[config.mk]
export PLATFORM = sky130hd
export DESIGN_NAME = bram_port_arbiter
export DESIGN_NICKNAME = d
export VERILOG_FILES = /design/src/rtl/bram_arb_pkg.sv /design/src/rtl/bram_port_arbiter_rr.sv /design/src/rtl/bram_port_arbiter.sv
export SDC_FILE = /design/constraint.sdc
export NUM_CORES = 1
export LEC_CHECK = 0
export CORE_MARGIN = 2
export CORE_UTILIZATION = 34
export CTS_BUF_LIST = sky130_fd_sc_hd__clkbuf_16
export CTS_CLUSTER_DIAMETER = 80
export CTS_CLUSTER_SIZE = 40
export DETAILED_ROUTE_END_ITERATION = 6
export MAX_ROUTING_LAYER = met4
export PLACE_DENSITY_LB_ADDON = 0.2
export SYNTH_ARGS = -nofsm -noshare
export SYNTH_HDL_FRONTEND = slang
export SYNTH_SLANG_ARGS = --single-unit
[constraint.sdc]
create_clock -name aclk -period 1.72 [get_ports aclk]
set_input_delay 0.344 -clock aclk [delete_from_list [all_inputs] [get_ports aclk]]
set_output_delay 0.344 -clock aclk [all_outputs]
set_load 0.02 [all_outputs]
[src/rtl/bram_arb_pkg.sv]
// Shared types and constants for the BRAM port arbiter.
package bram_arb_pkg;
  localparam int MAX_NUM_REQ = 8;

  typedef enum logic {
    IDLE = 1'b0,
    RESP = 1'b1
  } arb_state_e;

  // Index width for a requester count; never narrower than one bit.
  function automatic int idx_w(input int n);
    return (n > 1) ? $clog2(n) : 1;
  endfunction
endpackage

[src/rtl/bram_port_arbiter_rr.sv]
// Round-robin pick: first asserted request at or after ptr, wrapping modulo NUM_REQ.
module rr_arbiter
  import bram_arb_pkg::*;
#(
  parameter int NUM_REQ = 2,
  parameter int IW      = idx_w(NUM_REQ)
) (
  input  logic [NUM_REQ-1:0] req,
  input  logic [IW-1:0]      ptr,
  output logic [NUM_REQ-1:0] gnt,
  output logic [IW-1:0]      idx,
  output logic               any
);
  int j;

  always_comb begin
    gnt = '0;
    idx = '0;
    any = 1'b0;
    j   = 0;
    for (int k = 0; k < NUM_REQ; k++) begin
      j = int'(ptr) + k;
      if (j >= NUM_REQ) j = j - NUM_REQ;
      if (!any && req[j]) begin
        any    = 1'b1;
        gnt[j] = 1'b1;
        idx    = IW'(j);
      end
    end
  end
endmodule

[src/rtl/bram_port_arbiter.sv]
// Shares one single-port BRAM (1-cycle read latency) among NUM_REQ requesters,
// round-robin, with one transaction in flight at a time.
module bram_port_arbiter
  import bram_arb_pkg::*;
#(
  parameter int NUM_REQ         = 2,
  parameter int DATA_WIDTH      = 32,
  parameter int BRAM_ADDR_WIDTH = 16
) (
  input  logic                              aclk,
  input  logic                              aresetn,
  input  logic [NUM_REQ-1:0]                req_valid,
  output logic [NUM_REQ-1:0]                req_ready,
  input  logic [NUM_REQ*DATA_WIDTH/8-1:0]   req_strb,
  input  logic [NUM_REQ-1:0]                req_write,
  input  logic [NUM_REQ*BRAM_ADDR_WIDTH-1:0] req_addr,
  input  logic [NUM_REQ*DATA_WIDTH-1:0]     req_wrdata,
  output logic [NUM_REQ-1:0]                rsp_valid,
  input  logic [NUM_REQ-1:0]                rsp_ready,
  output logic [DATA_WIDTH-1:0]             rsp_data,
  output logic                              bram_clk,
  output logic                              bram_rst,
  output logic                              bram_en,
  output logic [DATA_WIDTH/8-1:0]           bram_we,
  output logic [BRAM_ADDR_WIDTH-1:0]        bram_addr,
  output logic [DATA_WIDTH-1:0]             bram_wrdata,
  input  logic [DATA_WIDTH-1:0]             bram_rddata
);
  localparam int SW = DATA_WIDTH / 8;
  localparam int AW = BRAM_ADDR_WIDTH;
  localparam int IW = idx_w(NUM_REQ);

  arb_state_e           state_q, state_d;
  logic [IW-1:0]        ptr_q, win_q;
  logic                 wr_q, first_q;
  logic [DATA_WIDTH-1:0] hold_q;

  logic [NUM_REQ-1:0]   arb_gnt;
  logic [IW-1:0]        arb_idx;
  logic                 arb_any, grant;
  logic                 g_write;
  logic [SW-1:0]        g_strb;

  assign bram_clk = aclk;
  assign bram_rst = !aresetn;

  rr_arbiter #(.NUM_REQ(NUM_REQ), .IW(IW)) u_rr (
    .req (req_valid),
    .ptr (ptr_q),
    .gnt (arb_gnt),
    .idx (arb_idx),
    .any (arb_any)
  );

  assign g_write = req_write[arb_idx];
  assign g_strb  = req_strb[arb_idx*SW +: SW];
  // Grant is combinational, so it must also be masked while reset is held.
  assign grant   = (state_q == IDLE) && aresetn && arb_any;

  always_comb begin
    state_d     = state_q;
    req_ready   = '0;
    rsp_valid   = '0;
    rsp_data    = '0;
    bram_en     = 1'b0;
    bram_we     = '0;
    bram_addr   = req_addr[arb_idx*AW +: AW];
    bram_wrdata = req_wrdata[arb_idx*DATA_WIDTH +: DATA_WIDTH];
    case (state_q)
      IDLE: begin
        if (grant) begin
          req_ready = arb_gnt;
          bram_en   = !g_write || (|g_strb);
          bram_we   = g_write ? g_strb : '0;
          state_d   = RESP;
        end
      end
      RESP: begin
        rsp_valid[win_q] = 1'b1;
        // First response cycle sees BRAM output directly; later cycles the hold copy.
        rsp_data = wr_q ? '0 : (first_q ? bram_rddata : hold_q);
        if (rsp_ready[win_q]) state_d = IDLE;
      end
      default: state_d = IDLE;
    endcase
  end

  always_ff @(posedge aclk or negedge aresetn) begin
    if (!aresetn) begin
      state_q <= IDLE;
      ptr_q   <= '0;
      win_q   <= '0;
      wr_q    <= 1'b0;
      first_q <= 1'b0;
      hold_q  <= '0;
    end else begin
      state_q <= state_d;
      first_q <= grant;
      if (grant) begin
        win_q <= arb_idx;
        wr_q  <= g_write;
        ptr_q <= (arb_idx == IW'(NUM_REQ-1)) ? '0 : arb_idx + IW'(1);
      end
      if (first_q && !wr_q) hold_q <= bram_rddata;
    end
  end
endmodule

==> impl_metrics.csv <==
group,metric,value,unit
cells_and_area,final_nets,692,
yosys,top_cells_by_count,"mux2_4 (78), dfrtp_1 (37), mux2i_1 (33), nor2_1 (33), buf_6 (8)",
global_routing,grt_pass1_wl,18.5,mm
setup_path,r2r_slack,0.09,ns
cells_and_area,final_cell_area,0.00654,mm2
yosys,yosysWarnings,0,
cells_and_area,dominant_cells,"non-clock buffers",
cells_and_area,fin_util,76.1,%
hold_path,hp-class,"primary input to asynchronous set/reset pin",
floorplan,fp_util,34.5,%
cells_and_area,n_all_buffers,313,
setup_path,timing.rr.start,"state_q",
yosys,synthArstFlopShare,100,%
global_routing,grt_busiest_layer,"met2",
power,p_leak,3.07,nW
setup_path,crit_path_max_fanout,6,
final_timing,clock.fmax,480,MHz
clocking,post_cts_buffers,30,
final_timing,setup_ws,-0.362,ns
detailed_routing,dr.pass1.iters,5,
run,warnings,29,
final_timing,fin_skew,0.00156,ns
yosys,syn_nets,388,
final_timing,worstMarginPinSlew,0.343,ns
global_routing,grt.total_usage,25.9,%
final_timing,timing_hold_violations_final,0,
power,power.share.sequential,20.5,%
cells_and_area,n_all_inverters,7,
setup_path,worstSetupStartpointType,"flip-flop",
setup_path,worstSetupEndpoint,"bram_addr[7]",
cells_and_area,largest_reg_flops,32,
global_routing,use_met1,28.7,%
setup_path,slowest_stage,"dfrtp_1",
yosys,ys_seq_share,31.2,%
floorplan,dieArea,0.00948,mm2
global_routing,overflow,0,
floorplan,tapCellCount,108,
setup_path,cp.required,1.38,ns
place,dp_cells,598,
cells_and_area,clock_area_share,3.50,%
cells_and_area,comb_area_share,30.9,%
detailed_routing,wl_met2,6.73,mm
yosys,ys_sh_mux,51.4,%
cells_and_area,final-nonclk-buf-share,48.9,%
cells_and_area,lay_top_cells,"clkdlybuf4s50_1 (133), mux2_4 (78), buf_6 (78)",
cells_and_area,num-clock-buffers,9,
yosys,avgSynthCellArea,12.2,um2
cells_and_area,comb_area,0.00202,mm2
power,power_leader,"combinational logic",
cells_and_area,final_cell_count_no_fill,658,
place,dp_hpwl,8.56,mm
final_timing,slew_headroom,77.2,%
global_routing,grt.met2_usage,44.9,%
status,status,"finished, violations left",
yosys,ff_type,"dfrtp_1",
detailed_routing,wl_met1,4.71,mm
power,combPwrFrac,62.8,%
power,powerClk,1.31,mW
detailed_routing,met3_length,772,um
cells_and_area,syn2layout_area_growth,121,%
setup_path,cp_num_buf_inv,3,
power,swShare,34.7,%
floorplan,die-width,97.4,um
yosys,top_cells_by_area,"mux2_4 (39%), dfrtp_1 (31%), mux2i_1 (11%)",
yosys,synth_area,0.00297,mm2
cells_and_area,seq_cells,37,
cells_and_area,lay_top_count,"clkdlybuf4s50_1",
place,gp_congestion,0.756,
status,violations,"setup timing",
yosys,compound_area_share,3.97,%
setup_path,startpoint,"ptr_q",
final_timing,finalSetupViolCount,87,
power,comb_cell_power,4.90,mW
run,cap_violations,0,
yosys,yosys.area.top_type_share,39.5,%
setup_path,critPathKind,"flip-flop to output pin",
power,p_clk_share,16.8,%
global_routing,first_global_vias,3491,
clocking,cts-resized-gates,510,
global_routing,antenna_found_initial,1,
yosys,syn_inst,244,
yosys,ys_area,0.00297,mm2
detailed_routing,avgViaCountPerCell,4.88,
yosys,synth.most_common_cell,"mux2_4",
power,internal_power,5.09,mW
power,p_total,7.80,mW
yosys,ys_sh_adder,0,%
final_timing,report.final.slew_viol_count,0,
detailed_routing,wl,12.5,mm
clocking,tritoncts,"yes",
yosys,xor_share,0,%
setup_path,r2r_cells,10,
yosys,netlist_logic_family_top,"multiplexers",
cells_and_area,drive_gt1_share,51.9,%
cells_and_area,regMostFlops,"hold_q",
setup_path,crit_chain,"nand2b_4 > nand2_8 > buf_12 > clkbuf_16 > mux2_4 > buf_6",
cells_and_area,nFillCells,580,
floorplan,ios,235,
yosys,synth-edff-count,0,
setup_path,crit_family,"buffers and inverters",
power,p_seq,1.60,mW
power,vdd_ir_drop_max,0.000575,V
final_timing,period_needed,2.08,ns
clocking,clk_pin_slew,0.06,ns
final_timing,setup_tns,-21.05,ns
global_routing,use_met3,6.76,%
detailed_routing,drt_iter0_drc,147,
setup_path,critPathArrivalTime,1.74,ns
yosys,yosysTopAreaCell,"mux2_4",
power,cellPowerDensity,1190,mW/mm2
final_timing,whs,0.0394,ns
floorplan,core_area,0.00859,mm2
place,dp_slack,-0.777,ns
yosys,synth_flops,37,
global_routing,grt_max_degree,38,
setup_path,r2r-end,"ptr_q",
detailed_routing,top_layer,"met4",
final_timing,rsz0062_at_grt,"yes",
yosys,simple_gate_share,7.43,%
final_timing,timing.final.crit_share,121,%
detailed_routing,drcViolationCount,0,
power,p_switching,2.71,mW
Fig. 1: placed standard cells
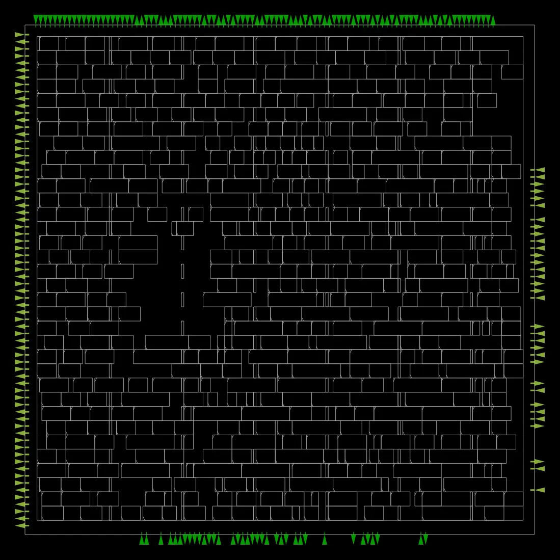
Rows: 34
sequential share of cell area: 14.2%

Fig. 2: metal 3
Scale: 3 px per um. Cells faint in the background.
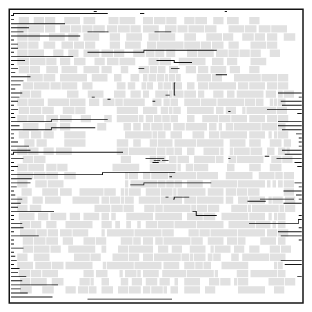
The wires run mostly horizontal. The layer holds 6.2% of the routed length. The layer carries 773 um of wire. 122 nets have wire on it. The longest straight run is 36.3 um.

Fig. 3: wire density map
Scale: 4 px per um. 19 x 19 tiles, from dark blue (low) to red (high), scaled to the fullest tile. Values are wire area over tile area, all layers added.
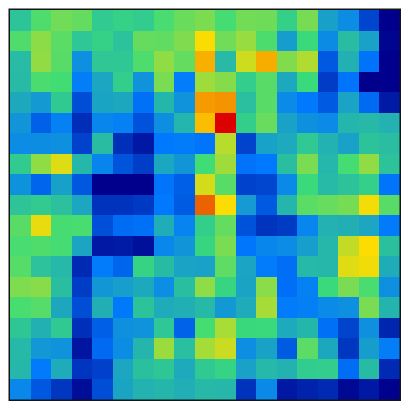
The densest ninth of the die: top center. 25% of the tiles are over half the peak. 2.8% of the tiles are nearly empty.

Fig. 4: port wiring
Scale: 4 px per um.
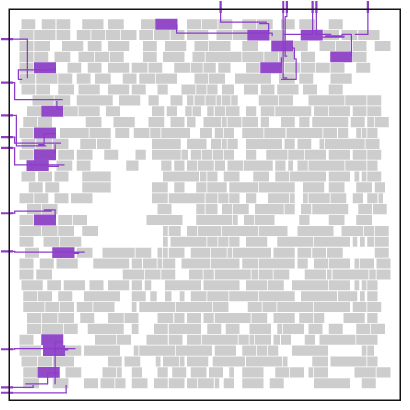
Purple is `bram_addr`, direction output, end cells 16, buffers 16, wire 343 um.

Fig. 5: metal layers overlaid
Scale: 4 px per um. Two of the layers only.
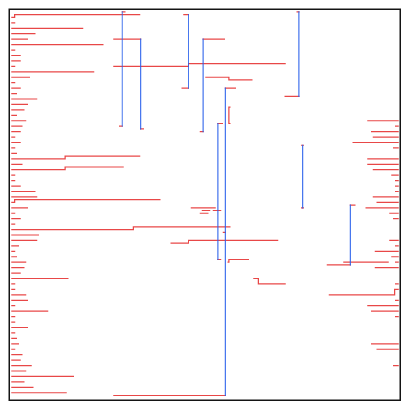
Blue is met4, wire length 255 um. Red is met3, wire length 773 um.

No activity file was given, so power comes from the tool's default toggle rates.
